[config.mk]
export PLATFORM = sky130hd
export DESIGN_NAME = cpu_clkgen
export DESIGN_NICKNAME = d
export VERILOG_FILES = /design/src/rtl/ula_pkg.sv /design/src/rtl/cpu_clkgen.sv
export SDC_FILE = /design/constraint.sdc
export NUM_CORES = 1
export LEC_CHECK = 0
export CAP_MARGIN = 40
export CORE_MARGIN = 2
export CORE_UTILIZATION = 48
export DETAILED_ROUTE_END_ITERATION = 10
export PLACE_DENSITY_LB_ADDON = 0.05
export SYNTH_ARGS = -nofsm -noshare
export SYNTH_HDL_FRONTEND = slang
export SYNTH_SLANG_ARGS = --single-unit
export TNS_END_PERCENT = 5
[constraint.sdc]
create_clock -name clk_ula -period 2.2 [get_ports clk_ula]
set_input_delay 0.66 -clock clk_ula [delete_from_list [all_inputs] [get_ports clk_ula]]
set_output_delay 0.66 -clock clk_ula [all_outputs]
set_load 0.005 [all_outputs]
[src/rtl/ula_pkg.sv]
// ula_pkg: shared types and constants for the ZX Spectrum ULA blocks.
//   speed_t            CPU clock speed selector (1x/2x/4x/8x)
//   T_STATES_PER_FRAME T-states in one 48K video frame
//   TCNT_W_DEFAULT     counter width that holds one frame of T-states
package ula_pkg;

    typedef enum logic [1:0] {
        SPEED_1X = 2'd0,
        SPEED_2X = 2'd1,
        SPEED_4X = 2'd2,
        SPEED_8X = 2'd3
    } speed_t;

    localparam int unsigned T_STATES_PER_FRAME = 69888;
    localparam int unsigned TCNT_W_DEFAULT     = $clog2(T_STATES_PER_FRAME);

endpackage

[src/rtl/cpu_clkgen.sv]
// cpu_clkgen: divides the ULA clock into the Z80 CPU clock at one of four
// speeds, changing speed only at falling edges of clk_cpu so that no runt
// pulses are produced. Also produces one-cycle edge strobes and a T-state
// counter that restarts on frame_sync.
//
// Optional build macro:
//   CPU_CLKGEN_CONTENTION_EN  honour stall (stretch the high phase of clk_cpu)
//
// Ports:
//   clk_ula     ULA clock
//   reset       synchronous, active-high reset
//   speed       requested speed (speed_t)
//   stall       contention request, holds clk_cpu high at the end of its high phase
//   frame_sync  one-cycle pulse restarting the T-state count
//   clk_cpu     CPU clock (registered)
//   cpu_rise    one-cycle strobe coincident with clk_cpu going high
//   cpu_fall    one-cycle strobe coincident with clk_cpu going low
//   tcount      clk_cpu rising edges since the last frame_sync
import ula_pkg::*;

module cpu_clkgen #(
    parameter int unsigned BASE_HALF = 2,
    parameter int unsigned HALF_W    = 4,
    parameter int unsigned TCNT_W    = TCNT_W_DEFAULT
) (
    input  logic              clk_ula,
    input  logic              reset,
    input  speed_t            speed,
    input  logic              stall,
    input  logic              frame_sync,
    output logic              clk_cpu,
    output logic              cpu_rise,
    output logic              cpu_fall,
    output logic [TCNT_W-1:0] tcount
);

    // Reload value for the half-period counter: max(BASE_HALF >> s, 1) - 1.
    function automatic logic [HALF_W-1:0] reload_val(speed_t s);
        int unsigned h;
        h = BASE_HALF >> int'(s);
        if (h == 0) begin
            h = 1;
        end
        return HALF_W'(h - 1);
    endfunction

    logic [HALF_W-1:0] cnt;
    logic [HALF_W-1:0] cnt_n;
    speed_t            speed_q;
    speed_t            speed_q_n;
    logic              clk_n;
    logic              rise_n;
    logic              fall_n;
    logic [TCNT_W-1:0] tcount_n;
    logic              hold;

    // Contention only ever delays the falling edge.
`ifdef CPU_CLKGEN_CONTENTION_EN
    assign hold = clk_cpu & stall;
`else
    logic unused_stall;
    assign unused_stall = stall;
    assign hold         = 1'b0;
`endif

    // Next-state: divider, speed latch at the falling edge, edge strobes, T-state count.
    always_comb begin
        cnt_n     = cnt;
        speed_q_n = speed_q;
        clk_n     = clk_cpu;
        rise_n    = 1'b0;
        fall_n    = 1'b0;
        tcount_n  = tcount;

        if (cnt == '0) begin
            if (!hold) begin
                clk_n  = ~clk_cpu;
                rise_n = ~clk_cpu;
                fall_n = clk_cpu;
                // New speed takes effect for the whole of the next period.
                if (clk_cpu) begin
                    speed_q_n = speed;
                end
                cnt_n = reload_val(speed_q_n);
            end
        end else begin
            cnt_n = cnt - HALF_W'(1);
        end

        // A rise coincident with frame_sync is the first edge of the new frame.
        if (frame_sync) begin
            tcount_n = TCNT_W'(rise_n);
        end else if (rise_n) begin
            tcount_n = tcount + TCNT_W'(1);
        end
    end

    // State and output registers.
    always_ff @(posedge clk_ula) begin
        if (reset) begin
            cnt      <= HALF_W'(BASE_HALF - 1);
            speed_q  <= SPEED_1X;
            clk_cpu  <= 1'b0;
            cpu_rise <= 1'b0;
            cpu_fall <= 1'b0;
            tcount   <= '0;
        end else begin
            cnt      <= cnt_n;
            speed_q  <= speed_q_n;
            clk_cpu  <= clk_n;
            cpu_rise <= rise_n;
            cpu_fall <= fall_n;
            tcount   <= tcount_n;
        end
    end

endmodule

==> results.toml <==
# implementation run metrics
[clocking]
clock_path_buffers = 2
cts_buffers = 3
cts-resized-gates = 0
post_cts.repair.setup_buffers = 0
cts_tree = "done"
clkTransAtPathRegs_ns = 0.14
cts_root_buffer = "clkbuf_4"
hold_buffers = 0
htree_num_levels = 1

[run_status]
outcome = "complete, no violations"

[floorplanning]
fp-utilization_pct = 50.8
die_h_um = 52.6
rows = 17
io_pins = 26
die_w_um = 52.6
die_area_mm2 = 0.00277
coreArea_mm2 = 0.00223

[place]
port_buffers = 24
routabilityCongestion = 0.760
placed_area_mm2 = 0.00142
hpwl_mm = 1.72

[flow_run]
warnings = 27
cap_violations = 0

[critical_path]
r2r_setup_slack_ns = 0.18
slowest_delay_ns = 0.56
crit_path_start_kind = "flip-flop"
crit_chain = "clkdlybuf4s50_1"
critPathKind = "flip-flop to output port"
reg2regPathDepth = 4
critPathCaptureType = "output port"
worstPathArrival_ns = 1.37
r2r-start = "cnt[1]$_SDFF_PP0_"
cp_max_fo = 8
path_buffers = 1
slowest_stage = "clkdlybuf4s50_1"
cp_top_family = "buffers and inverters"
cp_data_required_time_ns = 1.54
r2r_end = "tcount[15]$_SDFFE_PP0P_"

[sta]
worstMarginPinSlew_ns = 0.378
finalCriticalPeriod_ns = 2.03
setup_viol = 0
setup_tns_ns = 0
slew_headroom_pct = 74.6
rsz0062_at_grt = "false"
max_freq_mhz = 494
final_hold_viol_count = 0
drv_slew = 0
skew_ns = 0.00828
post-route-period-util_pct = 92.1

[hold_path]
hp-start = "speed_q[1]$_SDFFE_PP0N_"
hold_class = "flip-flop to flip-flop"
whs_path_depth = 2
whs_endpoint = "speed_q[1]$_SDFFE_PP0N_"

[power]
p_leak_nw = 0.476
powerDensity_mw_per_mm2 = 646
vdd_drop_max_mv = 0.482
power_mw = 0.938

[logic_synthesis]
yosysCellCount = 129
edf_count = 0
synthSimpleGateAreaFrac_pct = 29.0
ys_sh_adder_pct = 2.21
top_logic_kind = "simple AND/OR/NAND/NOR gates"
yosysWarningCount = 0
syn_area_mm2 = 0.00113
ys_seq_elements = 26
yosysChipArea_mm2 = 0.00113
syn_avg_cell_area_um2 = 8.80
ys.flop_type = "dfxtp_1"
async_reset_ff_share_pct = 0
synth_cell_types = 33
ys_sh_mux_pct = 0
aoi_share_pct = 11.8
netlist_instances = 129
ys_seq_share_pct = 45.9
fp_nets = 137
ys_sh_xor_pct = 7.72

[layout]
n_fill_cell = 208
fin_nets = 164
final_cell_mix = "dfxtp_1 (26), clkdlybuf4s50_1 (24), nor2_1 (15)"
finalInstanceArea_mm2 = 0.00145
layout-drive-gt1-share_pct = 9.68
antenna_cells = 0
layout_top_cell = "dfxtp_1"
final_util_pct = 65.0
syn_to_final_growth_pct = 28.0

[global_route]
grt_pass1_vias = 830
globalRoute.totalOverflow = 0
grt_max_degree = 15
grt_antenna_before_repair = 0
grt_pass1_wl_mm = 3.80
grt_util_all_layers_pct = 18.7

[routing]
wl_per_cell_um = 12.9
drt_iter0_markers = 16
drc_errors = 0
drt-vias-per-instance = 5.52
drt_wl_total_mm = 2.35
dr.pass1.iters = 4
ant_nets = 0
vias = 1010
routing by layer:
layer  wire length, um  up-vias  GRT usage (%)
met5                 0        -              0
met4                48        0           10.3
met3                86        4           2.57
met2              1070       24           28.7
met1              1150      470           25.0
li1                  -      512              -
final cells by class:
cell class              count  area [um2]  share of cell area, %
multi-input cells          94         576                   39.6
inverters                   2        7.51                  0.517
repair buffers             29         278                   19.1
clock buffers               4        36.3                   2.50
well taps                  28        35.0                   2.41
flip-flops and latches     26         520                   35.8
stage by stage:
step	worst slack (ns)	instances	hold WS (ns)
after floorplan	0.182	129	0.436
after global placement	0.180	179	0.443
after detailed placement	0.140	179	0.463
after CTS	0.165	183	0.482
after global routing	0.109	183	0.510
final	0.174	183	0.477
synth_stat cells (3+ instances only):
cell,n,share of area (%)
xor2_1,6,4.6
nand2_1,9,3.0
o21ai_0,5,2.2
xnor2_1,4,3.1
clkbuf_1,5,1.7
or3_1,3,1.7
a21oi_1,10,4.4
nand4_1,5,2.8
dfxtp_1,26,46
or2_2,3,1.7
or4_1,4,2.6
nor2_1,15,5.0
nand3_1,7,3.1
state kept, by name, summed over array words and instances, names as in the netlist:
register and cells:
tcount 17, cnt 4, speed_q 2, clk_cpu 1, cpu_fall 1, cpu_rise 1
kinds of logic (layout without fill, tap and decap cells):
logic type | Yosys count | count (layout)
adders and majority gates | 2 | 2
DFF | 26 | 26
AOI/OAI and AO/OA | 22 | 22
buffers and inverters | 9 | 35
xor gates and xnor gates | 10 | 10
and+or+nand+nor | 60 | 60
power by group:
| group | total [mW] | leakage, nW | internal, mW | switching [mW] |
|---|---|---|---|---|
| combinational | 0.167 | 0.244 | 0.0895 | 0.0777 |
| clock | 0.244 | 0.0210 | 0.101 | 0.143 |
| sequential | 0.526 | 0.211 | 0.498 | 0.0285 |
| total | 0.938 | 0.476 | 0.688 | 0.249 |
worst max-delay path by stage:
stage                     cells past startpoint                       to                 start  slack (ns)
after global routing                          1                  clk_cpu  clk_cpu$_SDFFE_PP0N_        0.11
after floorplan                               5  tcount[15]$_SDFFE_PP0P_     cnt[1]$_SDFF_PP0_        0.18
after detailed placement                      7        cnt[2]$_SDFF_PP0_              speed[0]        0.14
final                                         1                  clk_cpu  clk_cpu$_SDFFE_PP0N_        0.17
after CTS                                     1                  clk_cpu  clk_cpu$_SDFFE_PP0N_        0.17
after global placement                        7        cnt[2]$_SDFF_PP0_              speed[0]        0.18
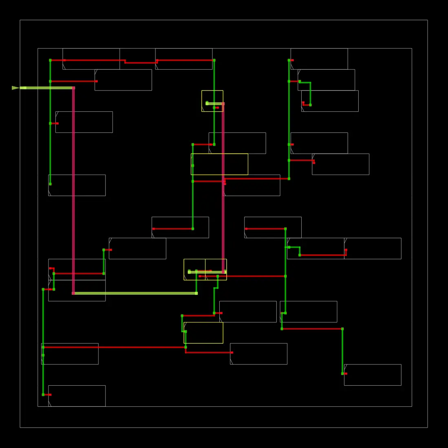
Fig. 1. The clock network.
CTS sink cnt: 26
Seq cells: 26
clk latency late pin: 0.32 ns

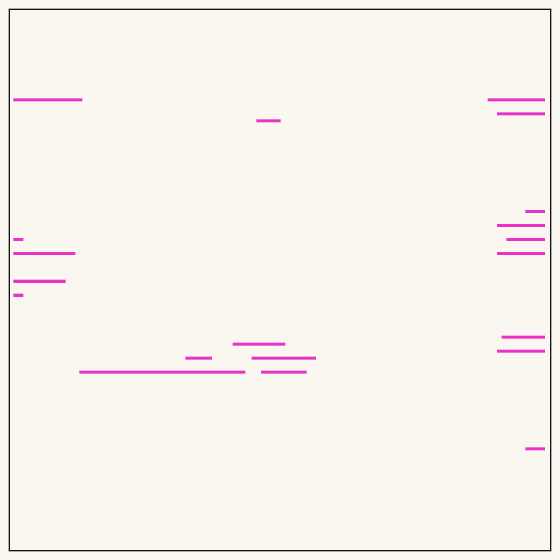
Fig. 2. The metal 3 layer.
The longest straight run is 15.9 um. The wires run mostly horizontal. 18 nets have wire on it. The layer carries 86.7 um of wire. The layer holds 3.7% of the routed length.

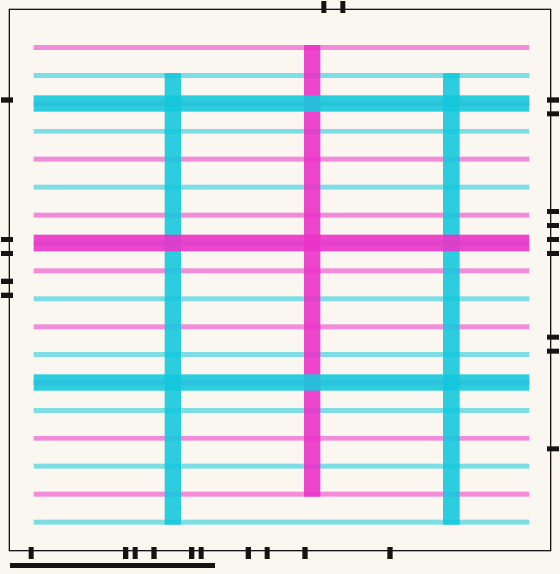
Fig. 3. Supply network.
Scale bar: 20 um. Pins as bars on the die edge.
Cyan is VSS. Magenta is VDD.
3 straps on met5. 18 met1 rails follow the rows. 3 straps on met4. 26 signal pins sit on the boundary. The core has 17 rows.

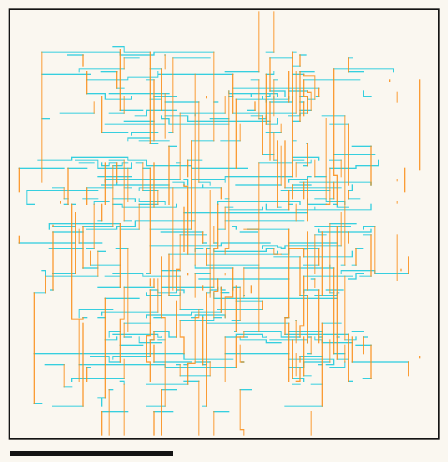
Fig. 4. Wiring by layer.
Scale bar: 20 um. Two of the layers only.
Cyan is metal 1, wire length 1,150 um. Orange is metal 2, wire length 1,070 um.

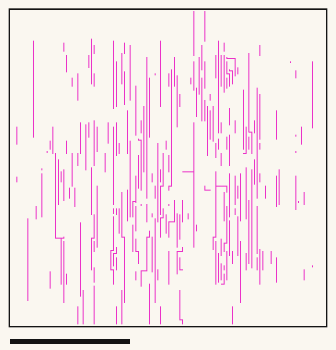
Fig. 5. Signal wires on met2.
Scale bar: 20 um.
The longest straight run is 23.5 um. The layer holds 46% of the routed length. The layer carries 1,070 um of wire. 141 nets have wire on it.

No activity file was given, so power comes from the tool's default toggle rates.
